port_trees.png
Scale: 3 px per um.
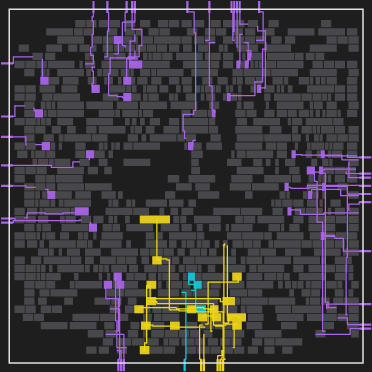
m2.png
Scale: 3 px per um.
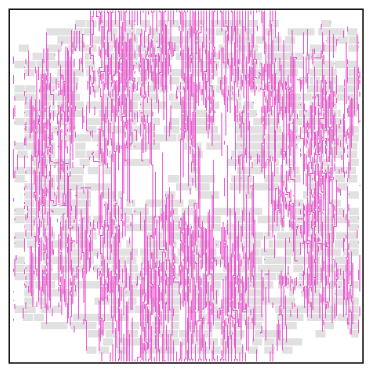
closeup.png
Window x 78 to 98, y 78 to 98 um. Cells in grey, sequential cells in the stronger grey; small squares are vias.
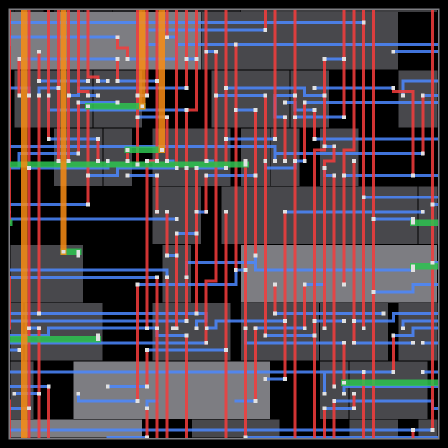
$ cat src/rtl/mips_pkg.sv
// Shared constants and helpers for the MIPS-subset ID/EX stage.
// Holds ALU control encodings, opcode/funct values and operand forwarding.
package mips_pkg;

    localparam logic [1:0] ALU_ADD = 2'b00;
    localparam logic [1:0] ALU_XOR = 2'b01;
    localparam logic [1:0] ALU_SUB = 2'b10;
    localparam logic [1:0] ALU_SLT = 2'b11;

    localparam logic [5:0] OP_RTYPE = 6'b000000;
    localparam logic [5:0] OP_ADDI  = 6'b001000;
    localparam logic [5:0] OP_XORI  = 6'b001110;
    localparam logic [5:0] OP_SLTI  = 6'b001010;

    localparam logic [5:0] F_ADD = 6'b100000;
    localparam logic [5:0] F_XOR = 6'b100110;
    localparam logic [5:0] F_SUB = 6'b100010;
    localparam logic [5:0] F_SLT = 6'b101010;

    // Register 0 is hard-wired to zero; the younger EX/MEM result beats MEM/WB.
    function automatic logic [31:0] resolve_operand(
        input logic [4:0]  addr,
        input logic [31:0] rf_data,
        input logic        exm_en,
        input logic [4:0]  exm_addr,
        input logic [31:0] exm_data,
        input logic        mwb_en,
        input logic [4:0]  mwb_addr,
        input logic [31:0] mwb_data
    );
        logic [31:0] val;
        if (addr == 5'd0)
            val = 32'd0;
        else if (exm_en && (exm_addr == addr))
            val = exm_data;
        else if (mwb_en && (mwb_addr == addr))
            val = mwb_data;
        else
            val = rf_data;
        return val;
    endfunction

endpackage

$ cat src/rtl/id_decode.sv
// Combinational instruction decode: opcode/funct/imm16 to ALU control,
// extended immediate, operand usage, destination select and illegal flag.
module id_decode
    import mips_pkg::*;
(
    input  logic [5:0]  i_opcode,
    input  logic [5:0]  i_funct,
    input  logic [15:0] i_imm16,
    output logic [1:0]  o_alu_ctrl,
    output logic [31:0] o_imm_ext,
    output logic        o_use_imm,
    output logic        o_use_rt,
    output logic        o_dst_rt,
    output logic        o_illegal
);

    logic [31:0] w_sext;
    logic [31:0] w_zext;

    assign w_sext = {{16{i_imm16[15]}}, i_imm16};
    assign w_zext = {16'd0, i_imm16};

    always_comb begin
        // NOTE: every output gets a default first so no path leaves one unassigned (no latch).
        o_alu_ctrl = ALU_ADD;
        o_imm_ext  = 32'd0;
        o_use_imm  = 1'b0;
        o_use_rt   = 1'b0;
        o_dst_rt   = 1'b0;
        o_illegal  = 1'b0;
        case (i_opcode)
            OP_RTYPE: begin
                o_use_rt = 1'b1;
                case (i_funct)
                    F_ADD:   o_alu_ctrl = ALU_ADD;
                    F_XOR:   o_alu_ctrl = ALU_XOR;
                    F_SUB:   o_alu_ctrl = ALU_SUB;
                    F_SLT:   o_alu_ctrl = ALU_SLT;
                    default: begin
                        o_use_rt  = 1'b0;
                        o_illegal = 1'b1;
                    end
                endcase
            end
            OP_ADDI: begin
                o_alu_ctrl = ALU_ADD;
                o_imm_ext  = w_sext;
                o_use_imm  = 1'b1;
                o_dst_rt   = 1'b1;
            end
            OP_XORI: begin
                o_alu_ctrl = ALU_XOR;
                o_imm_ext  = w_zext;
                o_use_imm  = 1'b1;
                o_dst_rt   = 1'b1;
            end
            OP_SLTI: begin
                o_alu_ctrl = ALU_SLT;
                o_imm_ext  = w_sext;
                o_use_imm  = 1'b1;
                o_dst_rt   = 1'b1;
            end
            default: o_illegal = 1'b1;
        endcase
    end

endmodule

$ cat src/rtl/id_ex_stage.sv
// ID/EX pipeline register: decodes, forwards operands, detects load-use
// hazards and holds ALU inputs behind a valid/ready handshake.
module id_ex_stage
    import mips_pkg::*;
(
    input  logic        clk,
    input  logic        rst_n,
    input  logic        in_valid,
    output logic        in_ready,
    input  logic [5:0]  opcode,
    input  logic [5:0]  funct,
    input  logic [4:0]  rs_addr,
    input  logic [4:0]  rt_addr,
    input  logic [4:0]  rd_addr,
    input  logic [31:0] rs_data,
    input  logic [31:0] rt_data,
    input  logic [15:0] imm16,
    input  logic        exm_wr_en,
    input  logic        exm_load,
    input  logic [4:0]  exm_wr_addr,
    input  logic [31:0] exm_wr_data,
    input  logic        mwb_wr_en,
    input  logic [4:0]  mwb_wr_addr,
    input  logic [31:0] mwb_wr_data,
    input  logic        flush,
    output logic        out_valid,
    input  logic        out_ready,
    output logic [31:0] alu_a,
    output logic [31:0] alu_b,
    output logic [1:0]  alu_ctrl,
    output logic [4:0]  dst_addr,
    output logic        dst_wr_en,
    output logic        illegal
);

    logic [1:0]  w_alu_ctrl;
    logic [31:0] w_imm_ext;
    logic        w_use_imm;
    logic        w_use_rt;
    logic        w_dst_rt;
    logic        w_illegal;

    logic [31:0] w_rs_val;
    logic [31:0] w_rt_val;
    logic [31:0] w_a;
    logic [31:0] w_b;
    logic [4:0]  w_dst;
    logic        w_wr_en;
    logic        w_hazard;
    logic        w_capture;
    logic        w_retire;

    logic        r_out_valid;
    logic [31:0] r_alu_a;
    logic [31:0] r_alu_b;
    logic [1:0]  r_alu_ctrl;
    logic [4:0]  r_dst_addr;
    logic        r_dst_wr_en;
    logic        r_illegal;

    id_decode u_decode (
        .i_opcode   (opcode),
        .i_funct    (funct),
        .i_imm16    (imm16),
        .o_alu_ctrl (w_alu_ctrl),
        .o_imm_ext  (w_imm_ext),
        .o_use_imm  (w_use_imm),
        .o_use_rt   (w_use_rt),
        .o_dst_rt   (w_dst_rt),
        .o_illegal  (w_illegal)
    );

    assign w_rs_val = resolve_operand(rs_addr, rs_data, exm_wr_en, exm_wr_addr, exm_wr_data,
                                      mwb_wr_en, mwb_wr_addr, mwb_wr_data);
    assign w_rt_val = resolve_operand(rt_addr, rt_data, exm_wr_en, exm_wr_addr, exm_wr_data,
                                      mwb_wr_en, mwb_wr_addr, mwb_wr_data);

    // A load in EX/MEM has no data yet, so a consumer of its target must wait a cycle.
    assign w_hazard = exm_load && exm_wr_en && (exm_wr_addr != 5'd0) && !w_illegal &&
                      ((exm_wr_addr == rs_addr) || (w_use_rt && (exm_wr_addr == rt_addr)));

    assign w_a     = w_illegal ? 32'd0 : w_rs_val;
    assign w_b     = w_illegal ? 32'd0 : (w_use_imm ? w_imm_ext : w_rt_val);
    assign w_dst   = w_illegal ? 5'd0 : (w_dst_rt ? rt_addr : rd_addr);
    assign w_wr_en = !w_illegal && (w_dst != 5'd0);

    assign in_ready  = (!r_out_valid || out_ready) && !w_hazard && !flush;
    assign w_capture = in_valid && in_ready;
    assign w_retire  = r_out_valid && out_ready;

    always_ff @(posedge clk or negedge rst_n) begin
        if (!rst_n) begin
            r_out_valid <= 1'b0;
            r_alu_a     <= 32'd0;
            r_alu_b     <= 32'd0;
            r_alu_ctrl  <= ALU_ADD;
            r_dst_addr  <= 5'd0;
            r_dst_wr_en <= 1'b0;
            r_illegal   <= 1'b0;
        end else begin
            // NOTE: non-blocking updates so every register samples pre-edge values.
            if (flush)
                r_out_valid <= 1'b0;
            else if (w_capture)
                r_out_valid <= 1'b1;
            else if (w_retire)
                r_out_valid <= 1'b0;

            if (w_capture) begin
                r_alu_a     <= w_a;
                r_alu_b     <= w_b;
                r_alu_ctrl  <= w_alu_ctrl;
                r_dst_addr  <= w_dst;
                r_dst_wr_en <= w_wr_en;
                r_illegal   <= w_illegal;
            end
        end
    end

    assign out_valid = r_out_valid;
    assign alu_a     = r_alu_a;
    assign alu_b     = r_alu_b;
    assign alu_ctrl  = r_alu_ctrl;
    assign dst_addr  = r_dst_addr;
    assign dst_wr_en = r_dst_wr_en;
    assign illegal   = r_illegal;

endmodule

$ cat config.mk
export PLATFORM = sky130hd
export DESIGN_NAME = id_ex_stage
export DESIGN_NICKNAME = d
export VERILOG_FILES = /design/src/rtl/mips_pkg.sv /design/src/rtl/id_decode.sv /design/src/rtl/id_ex_stage.sv
export SDC_FILE = /design/constraint.sdc
export NUM_CORES = 1
export LEC_CHECK = 0
export CAP_MARGIN = 25
export CORE_UTILIZATION = 36
export DETAILED_ROUTE_END_ITERATION = 16
export GPL_TIMING_DRIVEN = 0
export PLACE_DENSITY = 0.81
export SLEW_MARGIN = 20
export SYNTH_ARGS = -nofsm -noshare
export SYNTH_HDL_FRONTEND = slang
export SYNTH_SLANG_ARGS = --single-unit
$ cat constraint.sdc
create_clock -name clk -period 1.58 [get_ports clk]
set_input_delay 0.158 -clock clk [delete_from_list [all_inputs] [get_ports clk]]
set_output_delay 0.158 -clock clk [all_outputs]
set_load 0.02 [all_outputs]
==> run notes <==
Physical implementation status

The flow ran to the end, but the final reports show violations. The checks that failed: negative setup slack. The most common logic cells in the final layout are 228 x sky130_fd_sc_hd__clkdlybuf4s50_1, 74 x sky130_fd_sc_hd__dfrtp_1, 66 x sky130_fd_sc_hd__nor2_1. Setup repair after global routing could not meet its margin everywhere.

The worst VDD IR drop from the latest analysis is 0.000506 V. The yosys stat chip area stands at 4800 um^2. The final number of setup-violating endpoints stands at 75. Checking hold timing, the worst path is listed with class in -> async. The total iterations of the first detailed-routing run stands at 5.

The count of cells along the worst register-to-register path stands at 7. The number of core rows stands at 41. Once routing completed, OpenROAD measured the worst setup slack at -411 ps.

Registers are responsible for 36.7% of the overall power. The final hold violation count recorded for this run is 0. The cell area after technology mapping stands at 4800 um^2. The tally of OpenROAD warnings stands at 29. For the clock group, total power comes out at 1890 uW. The global routing report lists combined usage of all routing layers as 31.3%.

Counting only logic cells after layout, the most numerous master is sky130_fd_sc_hd__clkdlybuf4s50_1. The critical path starts at funct[4]. Net switching is 28.2% of the power. Along the critical path, the tally of buffer and inverter instances is 4. During placement, the flow inserted port buffers numbering 263. The slowest stage of the critical path is the sky130_fd_sc_hd__or4b_4 cell. Between the synthesized netlist and the finished layout, the area growth was recorded as 86.9%.

The routed layout has 5896 vias. Before placement the cells fill 37.4% of the core. At the later pin of the worst-skew pair, clock insertion delay measures 340 ps.

After Yosys synthesis, XOR and XNOR cells account for 3.83% of the synthesized area. The placed cell count stands at 959. The post-CTS setup buffer count stands at 23.

The minimum hold slack stands at 285 ps. The pin slew with the least headroom to its limit stands at 597 ps. The maximum operating frequency stands at 0.502 GHz. The required time at the worst-slack endpoint stands at 1810 ps. Per the CTS log, the root buffer master is sky130_fd_sc_hd__clkbuf_16. The ratio of final minimum period to clock period stands at 126%.

TritonCTS built the clock tree. For the sequential group, total power comes out at 1980 uW. Counting buffers and inverters, the worst setup path is 10 cells deep. The count of hold-fix buffers inserted at cts stands at 1.

The synthesis run identifies the leading combinational cell family as AND-OR/OR-AND gates. In the synthesized netlist, mux cells make up 8.56% of the area. The floorplan report gives the top-level pin count as 264.
Back to the opening pictures, port_trees.png:
legend:
  `flush`:
    colour: cyan
    bits: 1
    direction: input
    end_cells: 3
    wire: 40.1 um
  `rt_addr`:
    colour: yellow
    bits: 5
    direction: input
    end_cells: 17
    wire: 362 um
  `rt_data`:
    colour: purple
    bits: 32
    direction: input
    end_cells: 32
    wire: 975 um

Back to the opening pictures, m2.png:
main direction: vertical
nets with wire on the layer: 925
longest straight run: 47.9 um
share of all routed wire: 49%
wire length on this layer: 11000 um

Back to the opening pictures, closeup.png:
legend:
  M4:
    colour: orange
  M2:
    colour: red
  M1:
    colour: blue
  M3:
    colour: green
most frequent: clkdlybuf4s50_1 (5)
netlist names of flops here include: `alu_b` (2), `alu_a` (1)
sequential cells in the window: 3
cells with their middle in the window: 26

-- Yosys cell counts (all sizes together) --
| library cell | instances | area (um^2) |
|---|---|---|
| dfrtp | 74 | 1850 |
| nor2 | 72 | 278 |
| a22o | 37 | 324 |
| nand2 | 37 | 139 |
| a21oi | 34 | 174 |
| mux2i | 32 | 320 |
| clkbuf | 25 | 93.8 |
| o21ai | 22 | 110 |
| nand3 | 21 | 105 |
| buf | 20 | 150 |
| a31oi | 17 | 106 |
| a221o | 16 | 160 |
| a211oi | 15 | 113 |
| a2bb2oi | 15 | 131 |
| o2bb2ai | 15 | 131 |
| xor2 | 14 | 123 |
| mux2 | 8 | 90.1 |
| xnor2 | 7 | 61.3 |
| nor3 | 6 | 35.0 |
| nand2b | 5 | 31.3 |
| and3 | 3 | 18.8 |
| or2 | 3 | 18.8 |
| or3 | 3 | 23.8 |
| or4 | 3 | 22.5 |
| a2111oi | 2 | 55.1 |
| a21o | 2 | 16.3 |
| inv | 2 | 7.51 |
| nand4 | 2 | 12.5 |
| a21bo | 1 | 10.0 |
| a41o | 1 | 10.0 |
| a41oi | 1 | 8.76 |
| nand3b | 1 | 7.51 |
| nor2b | 1 | 6.26 |
| nor4 | 1 | 6.26 |
| o211ai | 1 | 7.51 |
| o22ai | 1 | 6.26 |
| o311a | 1 | 10.0 |
| o31ai | 1 | 7.51 |
| or4b | 1 | 13.8 |
-- layout make-up --
type | count | area, um^2 | area share (%)
Antenna cell | 1 | 2.50 | 0.0279
Buffer | 40 | 440 | 4.91
Clock buffer | 11 | 243 | 2.71
Clock inverter | 3 | 17.5 | 0.195
Inverter | 2 | 7.51 | 0.0837
Multi-Input combinational cell | 402 | 3100 | 34.6
Sequential cell | 74 | 1850 | 20.7
Tap cell | 172 | 215 | 2.40
Timing Repair Buffer | 301 | 3090 | 34.5
Power is estimated from default activity; no workload was simulated.
